<file path="src/rtl/vector_recorder.sv">
// Vector recorder: samples {a,b,c,y} once per period at mid-period into a small buffer,
// then drains the buffer through a valid/ready readout port and pulses done.
module vector_recorder #(
   parameter int PERIOD_CYCLES = 20,
   parameter int DEPTH         = 16
) (
   input  logic                     clk,
   input  logic                     rst_n,
   input  logic                     start,
   input  logic                     a,
   input  logic                     b,
   input  logic                     c,
   input  logic                     y,
   output logic                     out_valid,
   input  logic                     out_ready,
   output logic [3:0]               out_data,
   output logic [$clog2(DEPTH)-1:0] out_index,
   output logic                     busy,
   output logic                     done
);

   localparam int IW = $clog2(DEPTH);
   localparam int CW = $clog2(PERIOD_CYCLES);
   localparam logic [CW-1:0] CNT_LAST = CW'(PERIOD_CYCLES - 1);
   localparam logic [CW-1:0] CNT_MID  = CW'(PERIOD_CYCLES / 2 - 1);
   localparam logic [IW-1:0] IDX_LAST = IW'(DEPTH - 1);

   typedef enum logic [1:0] {IDLE, CAPTURE, DRAIN, FINISH} state_t;

   state_t        state;
   logic [1:0]    rst_sync;
   logic          run_ok;
   logic [CW-1:0] period_cnt;
   logic [IW-1:0] wr_idx;
   logic          sample_now;
   logic [3:0]    buffer [DEPTH];

   // Reset release is retimed so a start request is only honoured once the release is clean.
   always_ff @(posedge clk or negedge rst_n) begin
      if (!rst_n) begin
         rst_sync <= 2'b00;
      end else begin
         rst_sync <= {rst_sync[0], 1'b1};
      end
   end

   assign run_ok     = rst_sync[1];
   assign sample_now = (state == CAPTURE) && (period_cnt == CNT_MID);

   // Buffer has no reset: its contents survive runs and resets until overwritten.
   always_ff @(posedge clk) begin
      if (sample_now) begin
         buffer[wr_idx] <= {a, b, c, y};
      end
   end

   // out_index doubles as the read pointer; it is only non-zero while draining.
   always_ff @(posedge clk or negedge rst_n) begin
      if (!rst_n) begin
         state      <= IDLE;
         period_cnt <= '0;
         wr_idx     <= '0;
         out_valid  <= 1'b0;
         out_data   <= 4'h0;
         out_index  <= '0;
         busy       <= 1'b0;
         done       <= 1'b0;
      end else begin
         case (state)
            IDLE: begin
               done <= 1'b0;
               if (start && run_ok) begin
                  state      <= CAPTURE;
                  period_cnt <= '0;
                  wr_idx     <= '0;
                  busy       <= 1'b1;
               end
            end
            CAPTURE: begin
               period_cnt <= (period_cnt == CNT_LAST) ? '0 : period_cnt + CW'(1);
               if (sample_now) begin
                  wr_idx <= wr_idx + IW'(1);
                  if (wr_idx == IDX_LAST) begin
                     state     <= DRAIN;
                     out_valid <= 1'b1;
                     out_data  <= buffer[0];
                     out_index <= '0;
                  end
               end
            end
            DRAIN: begin
               if (out_ready) begin
                  if (out_index == IDX_LAST) begin
                     state     <= FINISH;
                     out_valid <= 1'b0;
                     out_data  <= 4'h0;
                     out_index <= '0;
                     busy      <= 1'b0;
                     done      <= 1'b1;
                  end else begin
                     out_data  <= buffer[out_index + IW'(1)];
                     out_index <= out_index + IW'(1);
                  end
               end
            end
            FINISH: begin
               done  <= 1'b0;
               state <= IDLE;
            end
            default: begin
               state <= IDLE;
            end
         endcase
      end
   end

endmodule

</file>
<file path="config.mk">
export PLATFORM = sky130hd
export DESIGN_NAME = vector_recorder
export DESIGN_NICKNAME = d
export VERILOG_FILES = /design/src/rtl/vector_recorder.sv
export SDC_FILE = /design/constraint.sdc
export NUM_CORES = 1
export LEC_CHECK = 0
export CORE_ASPECT_RATIO = 1.5
export CORE_MARGIN = 2
export CORE_UTILIZATION = 60
export DETAILED_ROUTE_END_ITERATION = 8
export GPL_TIMING_DRIVEN = 0
export PLACE_DENSITY_LB_ADDON = 0.3
export SLEW_MARGIN = 40
export SYNTH_ARGS = -nofsm -noshare
export SYNTH_HDL_FRONTEND = slang
export SYNTH_SLANG_ARGS = --single-unit
</file>
<file path="constraint.sdc">
create_clock -name clk -period 2.3 [get_ports clk]
set_input_delay 0.46 -clock clk [delete_from_list [all_inputs] [get_ports clk]]
set_output_delay 0.46 -clock clk [all_outputs]
set_load 0.005 [all_outputs]
</file>
### Signal wires on met4

Scale bar: 20 microns.
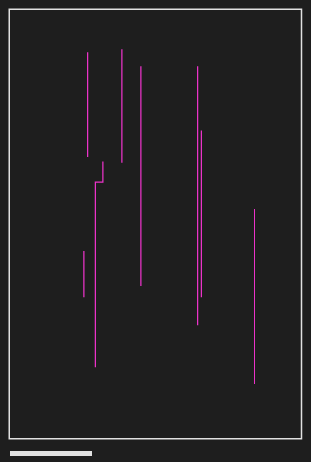
wire length on this layer: 313 microns
nets with wire on the layer: 7
longest straight run: 62.6 microns

### Clock routing

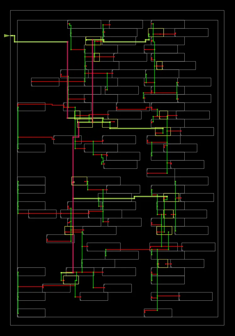
clock skew: 0.0129 ns
flop count: 88

==> run_results.csv <==
group,metric,value,unit
yosys,syn_area,0.00399,sq mm
run,warning_count,33,
sta,drv_slew,0,
layout,final_cell_mix,"edfxtp_1, dfrtp_1, nor2_1",
drt,wl_per_cell,19.3,microns
critical_path,rr_endpoint,"out_data[2]$_DFFE_PN0P_",
clock_tree,clockBufferDepth,2,
critical_path,cp-end-kind,"flip-flop",
yosys,synth.avg_cell_area,14.9,sq um
sta,period_used_share,0.966,
die,row_count,36,
critical_path,cpMaxStageDelayCell,"dfrtp_1",
drt,viasPerCell,5.92,
yosys,mux_area_frac,0.140,
layout,area_growth,11.9,%
drt,drt-total-wl,7.29,mm
sta,fin_ws,0.0773,ns
layout,drive_gt1_frac,0.193,
yosys,numSynthFlops,88,
critical_path,criticalPathCategory,"reg -> reg",
critical_path,path_delay_family,"multiplexers",
pwr,p_per_area,599,mW/mm^2
pwr,clkPwrFrac,0.348,
clock_tree,cts_resized,6,
clock_tree,cts_tree,"done",
pwr,p_sw_frac,0.213,
run,max_cap_violations,0,
pwr,p_seq_frac,0.637,
layout,lay_top_count,"edfxtp_1",
global_route,antenna_found_initial,0,
global_route,grt_pass1_vias,2443,
sta,setup_viol,0,
die,fp-utilization,0.615,
pwr,leakagePower,1.63,nW
critical_path,critPathMaxFanout,10,
drt,vias,2232,
yosys,yosys_warnings,0,
clock_tree,cts_max_level,3,
pwr,switchingPower,0.569,mW
die,core,0.00649,sq mm
yosys,synthArstFlopShare,0.273,
sta,relSlewSlack,0.528,
layout,fillers,458,
status,status,"finished, final reports clean",
critical_path,reg2reg_from,"out_index[1]$_DFFE_PN0P_",
layout,nets,315,
sta,clock.fmax,0.450,GHz
critical_path,startpoint_type,"flip-flop",
clock_tree,cts_root_buf,"clkbuf_8",
clock_tree,cts_buffers,9,
critical_path,reg2reg_depth,8,
pwr,cell_internal_pwr,2.11,mW
sta,period_needed,2.22,ns
sta,worst_pin_slew,0.706,ns
drt,postRouteAntennaNets,0,
critical_path,r2r_slack,0.08,ns
global_route,grt_max_degree,25,
yosys,yosys-stat-area,0.00399,sq mm
pwr,p_comb_frac,0.014,
placement,io_buffers,18,
critical_path,crit_path_max_incr_delay,0.42,ns
yosys,ys_sh_simple,0.0985,
critical_path,cp_num_buf_inv,2,
critical_path,path_cells,"ha_1, clkbuf_2, buf_6, mux4_2, mux2i_2, nor3_1, a31oi_1, a31oi_1",
die,boundaryPins,19,
yosys,topCellsByArea,"edfxtp_1, dfrtp_1, mux4_2",
layout,regArea,0.00252,sq mm
drt,drcViolationCount,0,
critical_path,crit_arrival,2.47,ns
die,fp.dieH,104,microns
sta,rsz0062_at_grt,"no",
placement,place_ws,-0.0889,ns
yosys,synth_nets,286,
critical_path,setup.worst_path.end,"out_data[2]$_DFFE_PN0P_",
layout,area.combinational,0.00138,sq mm
drt,dr.pass1.iters,4,
clock_tree,cts_setup_buffers,0,
pwr,p_total,2.67,mW
pwr,pg_clk,0.932,mW
pwr,peakVddDrop,0.371,mV
yosys,ff_type,"edfxtp_1",
drt,drtIter0Drc,288,
yosys,synth_cell_types,44,
yosys,synth-xor-area-share,0.00909,
yosys,logic_family,"multiplexers",
yosys,synth-edff-count,64,
sta,hold_viol_final,0,
pwr,p_seq,1.70,mW
critical_path,worstPathRequired,2.54,ns
clock_tree,postCtsHoldBufs,0,
placement,dpl.hpwl,5.22,mm
placement,routabilityCongestion,0.857,
yosys,ys_sh_adder,0.0345,
die,chip_area,0.00733,sq mm
global_route,gr-total-overflow,0,
global_route,gr-usage-all-layers,0.218,
die,die_w,70.6,microns
clock_tree,insertion_delay,0.36,ns
pwr,comb_power,0.0376,mW
yosys,ys_seq_frac,0.632,
min_path,hp-class,"in -> async",
clock_tree,cts.reportedPaths.clkPinSlew,0.08,ns
yosys,top_area_cell,"edfxtp_1",
critical_path,crit_top_cell,"a31oi_1",
yosys,ys_cells,267,
yosys,aoi_share,0.0564,
pwr,power_leader,"sequential cells",
critical_path,cp_num_cells,8,
layout,antennaDiodeCount,0,
yosys,synth_cells,267,
yosys,yosys.area.top_type_share,0.482,
clock_tree,clock_sinks,88,
global_route,grt_pass1_wl,11.8,mm
critical_path,crit_path_start,"out_index[1]$_DFFE_PN0P_",
## cell families (layout without fill, tap and decap cells)
family,Yosys count,count (layout)
buffers and inverters,22,56
AND-OR/OR-AND,33,33
other,1,1
flip-flops,88,88
adder cells (fa/ha/maj),11,11
multiplexers,35,35
XOR/XNOR,2,2
AND/OR/NAND/NOR,75,75
## synth_stat cells, types with 2 or more instances
cell type and n:
a21oi_1 7, a22o_1 4, a31oi_1 2, buf_2 2, buf_6 3, clkbuf_1 4, dfrtp_1 24, edfxtp_1 64
ha_1 11, inv_1 11, mux2_1 3, mux2_2 4, mux2i_1 12, mux4_2 16, nand2_1 15, nand2b_1 4
nand3_1 11, nand4_1 2, nor2_1 19, nor2b_1 6, nor3_1 7, o21ai_1 12, o221ai_1 2, or3_1 2
## per-stage QoR
stage	hold slack, ns	cell area, sq um	TNS [ns]	instances	util
2_1_floorplan	0.164	3990	0	267	-
3_3_place_gp	0.343	4270	-1.13	361	0.658
3_5_place_dp	0.339	4260	-1.32	361	0.657
4_1_cts	0.0939	4460	0	377	0.687
5_1_grt	0.127	4460	0	377	0.688
6_report	0.0800	4460	0	377	0.688
## layer usage
layer  global-route usage  part of all wire  vias to the layer above
li1                     -                 -                     1067
met1                0.238              0.37                     1089
met2                0.385              0.55                       58
met3               0.0484             0.036                       18
met4                0.120             0.043                        0
met5                    0                 0                        -
## area by class of cell
type	instances	share of cell area
well taps	76	0.0213
clock inverters	7	0.0107
flip-flops and latches	88	0.565
inverters	11	0.00925
plain buffers	11	0.0177
repair buffers	18	0.0392
multi-input cells	157	0.309
clock buffers	9	0.0278
## state kept, by name, summed over array words and instances, names as in the netlist
register and cells:
done 1, busy 1, wr_idx 4, out_data 4, state 2, out_index 4
period_cnt 5, rst_sync 2, buffer 64, out_valid 1
Power figures rest on the tool's default switching activity, not on a simulated workload.
